Fig. 1: run 1, congestion heat map
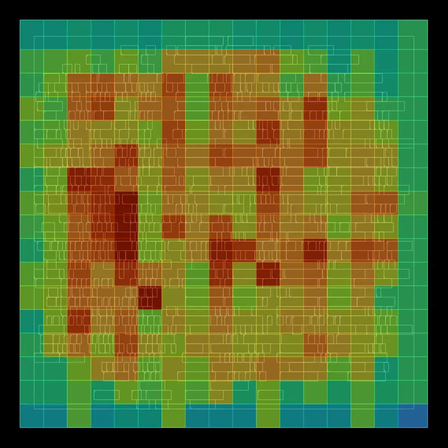
Fig. 2: run 1, clock wires, drivers and flops
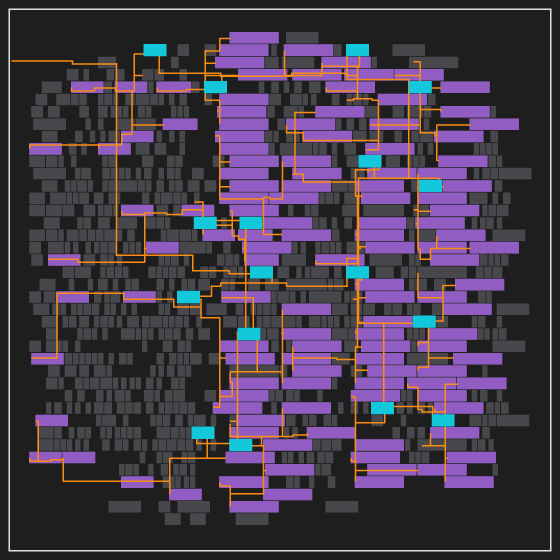
Fig. 3: run 1, nets reached from selected ports
Scale bar: 20 um.
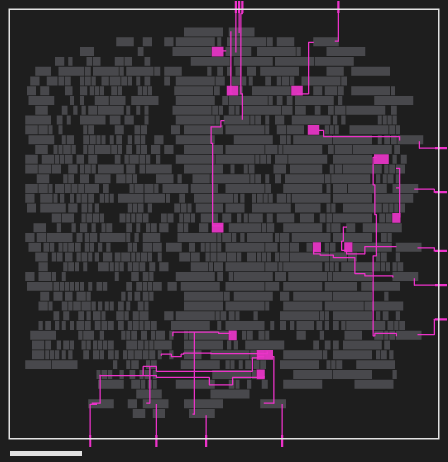
==> config.mk <==
export PLATFORM = sky130hd
export DESIGN_NAME = pc_sequencer
export DESIGN_NICKNAME = d
export VERILOG_FILES = /design/src/rtl/pc_sequencer.sv
export SDC_FILE = /design/constraint.sdc
export NUM_CORES = 1
export LEC_CHECK = 0
export ABC_AREA = 1
export CORE_MARGIN = 4
export CORE_UTILIZATION = 50
export CTS_BUF_LIST = sky130_fd_sc_hd__clkbuf_2 sky130_fd_sc_hd__clkbuf_4 sky130_fd_sc_hd__clkbuf_8
export CTS_CLUSTER_SIZE = 30
export DETAILED_ROUTE_END_ITERATION = 6
export GPL_ROUTABILITY_DRIVEN = 0
export PLACE_DENSITY = 0.73
export SKIP_CTS_REPAIR_TIMING = 1
export SLEW_MARGIN = 25
export SYNTH_ARGS = -nofsm -noshare
export SYNTH_HDL_FRONTEND = slang
export SYNTH_SLANG_ARGS = --single-unit
==> constraint.sdc <==
create_clock -name clk -period 2.6 [get_ports clk]
set_clock_uncertainty 0.05 [all_clocks]
set_input_delay 0.52 -clock clk [delete_from_list [all_inputs] [get_ports clk]]
set_output_delay 0.52 -clock clk [all_outputs]
set_load 0.1 [all_outputs]
==> CHANGELOG.md, run 1 <==
### Physical design

- Status: finished with violations
- Failing checks: negative setup slack
- Mapped Area: 6160 um^2
- Number of enable flip-flop cells: ~100
- Count leader, synth: nand2_1
- Worst EP required: just over 2 ns
- Worst reg-to-reg setup slack: 0.48 ns
- Dominant register cell: edfxtp_1
- Tally of non-filler cells in the final layout: roughly 970
- Unrepaired setup endpoints after global routing: yes
- Hold_ws: 0.423 ns
- Dominant cells by area after synthesis: edfxtp_1, nand2_1, nand3_1
- Drt total wl: ~17 mm
- Slew headroom: 35.3%
- Setup slack after layout: -0.0226 ns
- GRT Overall Usage: 23.4%
- Cts bufs inserted: 17
- TritonCTS clock tree: built
- Biggest fanout along the worst timing path: 8
- Kind of critical path: reg2out
- Chip Height: between 100 and 150 um
- Antenna cells: 0
- Fin nets: 814
- Layout cells sized above 1: 21.7%
- Critical Path End Type: primary output
- Pre-Place Util: 51.1%
- Drt pass-1 iters: 5
- Final setup fails: 3
- Total of max-cap violations: 0
- Peak VDD IR: 0.311 mV
- Hold path cells: 2
- Die width: 119 um
- Worst r2r path cells: 6
- DR DRC count: 0
- CTS sink count: 126
- Iter 0 DRT Violations: 484
- Synth Seq Share: approximately 58%
- Vias in the first global route: around 5000
- Min Clock Period, post-route: 2.62 ns
- Final instance area: 7880 um^2
- Period utilization: 101%
- Post-synth regs: approximately 130
- Critical path arrival: 2.05 ns
- Largest register FFs: 104
- Hold WC Path Type: reg2reg
- Chip area line of the yosys report: 6160 um^2
- Die ar.: 14200 um^2
- Detailed placer's ending HPWL: 11.7 mm
- WL per Instance: approximately 17 um
- Worst slew pin tran: between 0.9 and 1 ns
- DR vias: 5365
- Clock-pin transition on the worst setup and hold timing paths: 0.07 ns
- OpenROAD warning count: 29
- Synth warnings: 0
- First-pass GRT wire length: 25.8 mm
- Fillers: 956
- Largest net degree at the start of global routing: 57
- Drt via density: 5.54
- PwrDens: 727 nW/um^2
- Core footprint: 12100 um^2
- DP Area: 7210 um^2
- Count of pins over their slew limit: 0
- Placed Instances: slightly above 900
- Hold Vio Cnt, Final: 0
- Unique cell types: 31
- Synthesized instance count: 691
- Mapped Avg Cell Area: 8.92 um^2
- H-tree level count: 4
- Clk root buf: clkbuf_8
- Initial antenna violation count: 0
- Fmax: approximately 380 MHz
- Clock Tree Buf Depth: 2
- Largest area contributor in the netlist: edfxtp_1
- Ys cells: 691
- Async S/R FF share, synth: 0%
- Post-route antenna net violation count: 0
- Post-placement setup slack: about 0.12 ns
- Placement row count: 40
- Startpoint types: flop
- Total gr overflow: 0
- LEAKAGE: 0.00315 uW
- Top-area cell share: 50.7%
- Synth cell count leaders: nand2_1, edfxtp_1, nand3_1
- Syn nets: 717
- Area grow syn2layout: 27.9%
## Picture notes: Fig. 1
GR peak layer: met2
GR Util met1: 31.0%
global routing usage on met2: 37.8%
met3 usage: 5.75%

## Picture notes: Fig. 2
[purple] flip-flops | count: 126
[orange] clock wires | length: 1460 um
[cyan] cells driving clock nets | count: 17
routed clock nets: 18
Clock net power: 1780 uW
clk latency late pin: 0.44 ns
Clk pwr share: 31.1%

## Picture notes: Fig. 3
[magenta] tos | bits: 13 | direction: output | end cells: 13 | buffers: 13 | wire: 561 um
number of port buffers: 53
Ports: 54

## run 1: critical path: stages, from the launching register on
cell and delay, ns:
dfxtp_2 0.35, inv_2 0.06, ha_4 0.35, buf_12 0.15, o21ai_0 0.08, o211ai_1 0.25
and2_4 0.20, buf_12 0.16
## run 1: kinds of logic after synthesis
group | count (synthesis) | synth area share (%)
AND-OR/OR-AND | 88 | 7.62
XOR/XNOR | 7 | 0.995
AND/OR/NAND/NOR | 383 | 26.8
flip-flops | 126 | 57.8
adder cells (fa/ha/maj) | 6 | 1.22
buffers and inverters | 81 | 5.50
## run 1: metrics by stage
stage	utilization (%)	setup TNS [ns]	total power [uW]
after CTS	63.2	-2.24	5580
after global placement	59.8	0	3800
after floorplan	-	0	3280
after global routing	65.3	-0.395	5920
final	65.3	-0.0407	5730
after detailed placement	59.8	0	3820
## run 1: power breakdown
part | switching (uW) | internal, uW | total, uW
Combinational | 1130 | 567 | 1700
Clock | 750 | 1030 | 1780
Sequential | 42.4 | 2200 | 2250
Total | 1920 | 3810 | 5730
## run 1: per-layer routing
layer  part of all wire, %  wire length, um  track usage (%)  vias to the layer above
met1                    42             7090             31.0                     2524
met5                     0                0                0                        -
met2                    48             8030             37.8                      256
met3                   8.1             1360             5.75                       34
met4                   2.3              382             8.04                        0
li1                      -                -                -                     2551
## run 1: cell type report
type / count / area [um^2] / share of cell area [%]
clock inverters: 14 / 174 / 2.21
well taps: 168 / 210 / 2.67
repair buffers: 109 / 1130 / 14.4
inverters: 50 / 193 / 2.44
clock buffers: 18 / 241 / 3.06
multi-input cells: 484 / 2360 / 30.0
flip-flops and latches: 126 / 3570 / 45.3
## run 1: layout by cell type (no fill, tap or decap), types with 2 or more instances in the layout
master             n
o21ai_2            3
a31oi_1            2
clkinv_1           6
o21ai_0           38
edfxtp_1         104
buf_12            17
dfxtp_1           18
o211ai_1           4
nand3_2            4
xor2_1             5
inv_2             12
nor3_2             2
dfxtp_2            4
nand2_2           11
xnor2_1            2
inv_1             36
clkinvlp_4         4
buf_6              3
clkdlybuf4s50_1   19
nor2_2             8
nand2_1          165
nor2_4             4
and2_4             5
o21ai_1           15
nand4_1            6
o22ai_1            2
buf_4             67
a21oi_1           22
ha_1               5
nor2_1            74
clkbuf_16          2
clkbuf_8          17
bufinv_16          4
nand3_1          100
==> run 2, diff against run 1 <==
--- a/config.mk
+++ b/config.mk
@@ -9,10 +9,9 @@
 export CORE_MARGIN = 4
 export CORE_UTILIZATION = 50
 export CTS_BUF_LIST = sky130_fd_sc_hd__clkbuf_2 sky130_fd_sc_hd__clkbuf_4 sky130_fd_sc_hd__clkbuf_8
-export CTS_CLUSTER_SIZE = 30
 export DETAILED_ROUTE_END_ITERATION = 6
 export GPL_ROUTABILITY_DRIVEN = 0
-export PLACE_DENSITY = 0.73
+export PLACE_DENSITY = 0.71
 export SKIP_CTS_REPAIR_TIMING = 1
 export SLEW_MARGIN = 25
 export SYNTH_ARGS = -nofsm -noshare
==> constraint.sdc (replaced) <==
create_clock -name clk -period 3 [get_ports clk]
set_clock_uncertainty 0.05 [all_clocks]
set_input_delay 0.6 -clock clk [delete_from_list [all_inputs] [get_ports clk]]
set_output_delay 0.6 -clock clk [all_outputs]
set_load 0.1 [all_outputs]
==> CHANGELOG.md, run 2 <==
### Physical design

- Status: complete, no violations
- Unrepaired setup endpoints after global routing: no
- DR vias: 5232 (-2.5%)
- Peak VDD IR: 0.318 mV (+1.9%)
- Area grow syn2layout: 21.2%
- Top Layout Cells: nand2_1, nand3_1, edfxtp_1
- Synthesized instance count: 691 (unchanged)
- Setup slack after layout: 0.150 ns (+0.173 ns)
- Clock Tree Buf Depth: 2 (unchanged)
- PwrDens: 635 nW/um^2 (-13%)
- Dominant register cell: edfxtp_1
- Detailed placer's ending HPWL: 11.2 mm (-4.2%)
- Core footprint: 12100 um^2 (unchanged)
- Crit path buf inv count: 4 (+1)
- Die width: 119 um (unchanged)
- Top-area cell share: 50.7% (unchanged)
- Chip Height: 119 um (unchanged)
- Dominant cells by area after synthesis: edfxtp_1, nand2_1, nand3_1
- Unique cell types: 31 (unchanged)
- LEAKAGE: 0.00297 uW (-5.8%)
- Initial antenna violation count: 0 (unchanged)
- OpenROAD warning count: 28 (-3.4%)
- Clk latency late pin: 0.43 ns (about the same)
- Layout cells sized above 1: 15.9% (-5.8 points)
- Largest net degree at the start of global routing: 57 (unchanged)
- Kind of critical path: reg2out
- Mapped Area: 6160 um^2 (unchanged)
- Number of port buffers: 53 (unchanged)
- Hold_ws: 0.434 ns (+0.0105 ns)
- Fin nets: 787 (-3.3%)
- Drt total wl: 16.2 mm (-4.2%)
- Period utilization: a little over nine tenths
- Post-synth regs: 126 (unchanged)
- Startpoint types: flop
- First-pass GRT wire length: 25.6 mm (-0.64%)
- DR DRC count: 0 (unchanged)
- Async S/R FF share, synth: 0% (unchanged)
- WL per Instance: 17.2 um (-1.4%)
- Syn nets: 717 (unchanged)
- Mapped Avg Cell Area: 8.92 um^2 (unchanged)
- TritonCTS clock tree: built
- Critical path arrival: 2.20 ns (+0.15 ns)
- Hold path cells: 2 (unchanged)
- Count leader, synth: nand2_1
- CP cell instances: inv_1, ha_1, inv_1, buf_4, nor2_1, o21ai_0, nand3_1, and2_1, buf_12
- Cts bufs inserted: 17 (unchanged)
- Largest register FFs: 104 (unchanged)
- Synth cell count leaders: nand2_1, edfxtp_1, nand3_1
- Worst reg-to-reg setup slack: 0.44 ns (-0.04 ns)
- Commonest Layout Cell: nand2_1
- Clock-pin transition on the worst setup and hold timing paths: 0.08 ns (about the same)
- Fmax: approximately 350 MHz
- Drt via density: 5.55 (+0.32%)
- CTS sink count: 126 (unchanged)
- Post-route antenna net violation count: 0 (unchanged)
- CP max-delay cell: dfxtp_4
- Min Clock Period, post-route: between 2 and 3 ns
- Chip area line of the yosys report: 6160 um^2 (unchanged)
- Antenna cells: 0 (unchanged)
- Count of pins over their slew limit: 0 (unchanged)
- Clk root buf: clkbuf_8
- Drt pass-1 iters: 5 (unchanged)
- Ports: 54 (unchanged)
- Placement row count: 40 (unchanged)
- Fillers: 997 (+4.3%)
- Largest area contributor in the netlist: edfxtp_1
- Synth Seq Share: 57.8% (unchanged)
- Pre-Place Util: 51.1% (unchanged)
- Total of max-cap violations: 0 (unchanged)
- Hold Vio Cnt, Final: 0 (unchanged)
- CP top delay family: buffers and inverters
- Slew headroom: 35.5% (+0.20 points)
- Synth warnings: 0 (unchanged)
- Final setup fails: 0 (-3)
- Worst r2r path cells: 6 (unchanged)
- Instance count on the critical path: 9 (+2)
- Post-placement setup slack: 0.268 ns (+0.153 ns)
- Vias in the first global route: 5119 (+0.12%)
- Worst EP required: 2.35 ns (+0.32 ns)
- Critical Path End Type: primary output
- Number of enable flip-flop cells: 104 (unchanged)
- Total gr overflow: 0 (unchanged)
- Ys cells: 691 (unchanged)
- Hold WC Path Type: reg2reg
- Max incr delay on CP: 0.39 ns (+0.04 ns)
- Iter 0 DRT Violations: 521 (+7.6%)
- Die ar.: 14200 um^2 (unchanged)
- Biggest fanout along the worst timing path: 13 (+5)
- Worst path most repeated cell: inv_1
- Worst slew pin tran: 0.957 ns (-0.00295 ns)
- H-tree level count: 4 (unchanged)
==> run 2: cell type report <==
cell class,instances,area (um^2),share of cell area [%]
sequential,126,3570,47.8
multi-input combinational,484,2270,30.4
timing repair buffer,82,826,11.1
clock buffer,21,264,3.53
tap,168,210,2.81
inverter,50,188,2.51
clock inverter,11,141,1.89
==> run 2: worst register-to-register path, delay by kind of cell, from the launching register on <==
| family | cells | cell delay [ns] |
|---|---|---|
| adders and majority gates | 1 | 0.27 |
| AOI/OAI and AO/OA | 1 | 0.74 |
| DFF | 1 | 0.46 |
| and+or+nand+nor | 3 | 0.50 |
| xor gates and xnor gates | 1 | 0.19 |
==> run 2: report_power, final <==
part | leakage (uW) | internal (uW) | switching [uW]
registers | 0.00118 | 1910 | 37.8
logic | 0.00158 | 376 | 921
clock network | 0.000207 | 855 | 644
==> run 2: metal layers <==
layer | global-route usage [%] | part of all wire, %
met5 | 0 | 0
met4 | 8.69 | 2.1
met3 | 5.65 | 7.4
met2 | 37.2 | 48
met1 | 31.0 | 43
==> run 2: cell families (layout without fill, tap and decap cells) <==
kind of cell / Yosys count / after routing / synth area share (%)
AND-OR/OR-AND: 88 / 88 / 7.62
adder cells (fa/ha/maj): 6 / 6 / 1.22
flip-flops: 126 / 126 / 57.8
XOR/XNOR: 7 / 7 / 0.995
AND/OR/NAND/NOR: 383 / 383 / 26.8
buffers and inverters: 81 / 164 / 5.50
==> run 2: metrics by stage <==
step	area (um^2)	utilization [%]	TNS, ns	total power [uW]	std cells
6_report	7470	61.9	0	4740	942
5_1_grt	7470	61.9	0	4920	942
4_1_cts	7460	61.9	-0.110	4760	942
3_5_place_dp	7060	58.5	0	3270	910
3_3_place_gp	7060	58.5	0	3260	910
2_1_floorplan	6160	-	0	2840	691
Fig. 4: run 2, congestion heat map
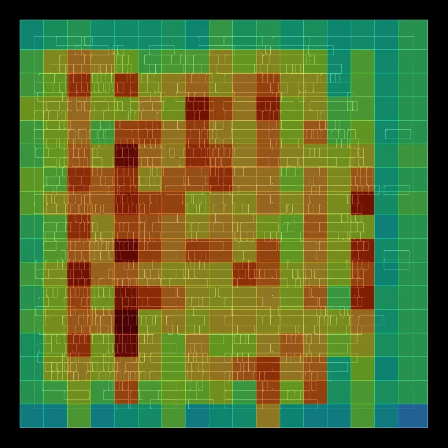
final core utilization: 61.9%
GR Util met1: 31.0%
GRT Overall Usage: 23.3%

Fig. 5: run 2, register map, names as in the netlist
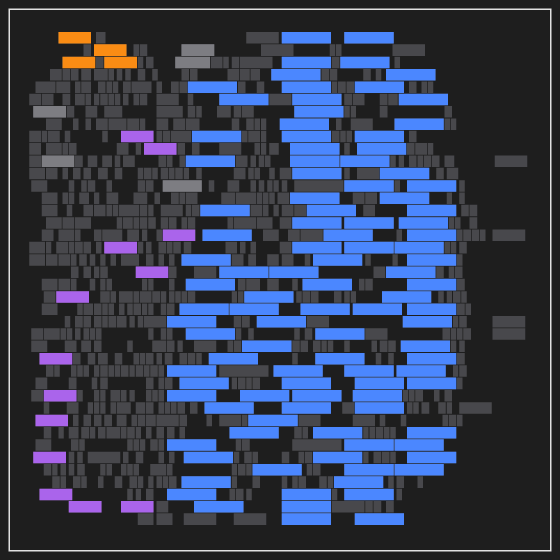
[orange] depth | flops: 4 | where: north-west
[blue] mem | flops: 104
[purple] pc | flops: 13
Seq. pwr: 1950 uW
Flop area: 3570 um^2
fraction of area in registers: 47.8%

Power and IR drop assume default switching activity.
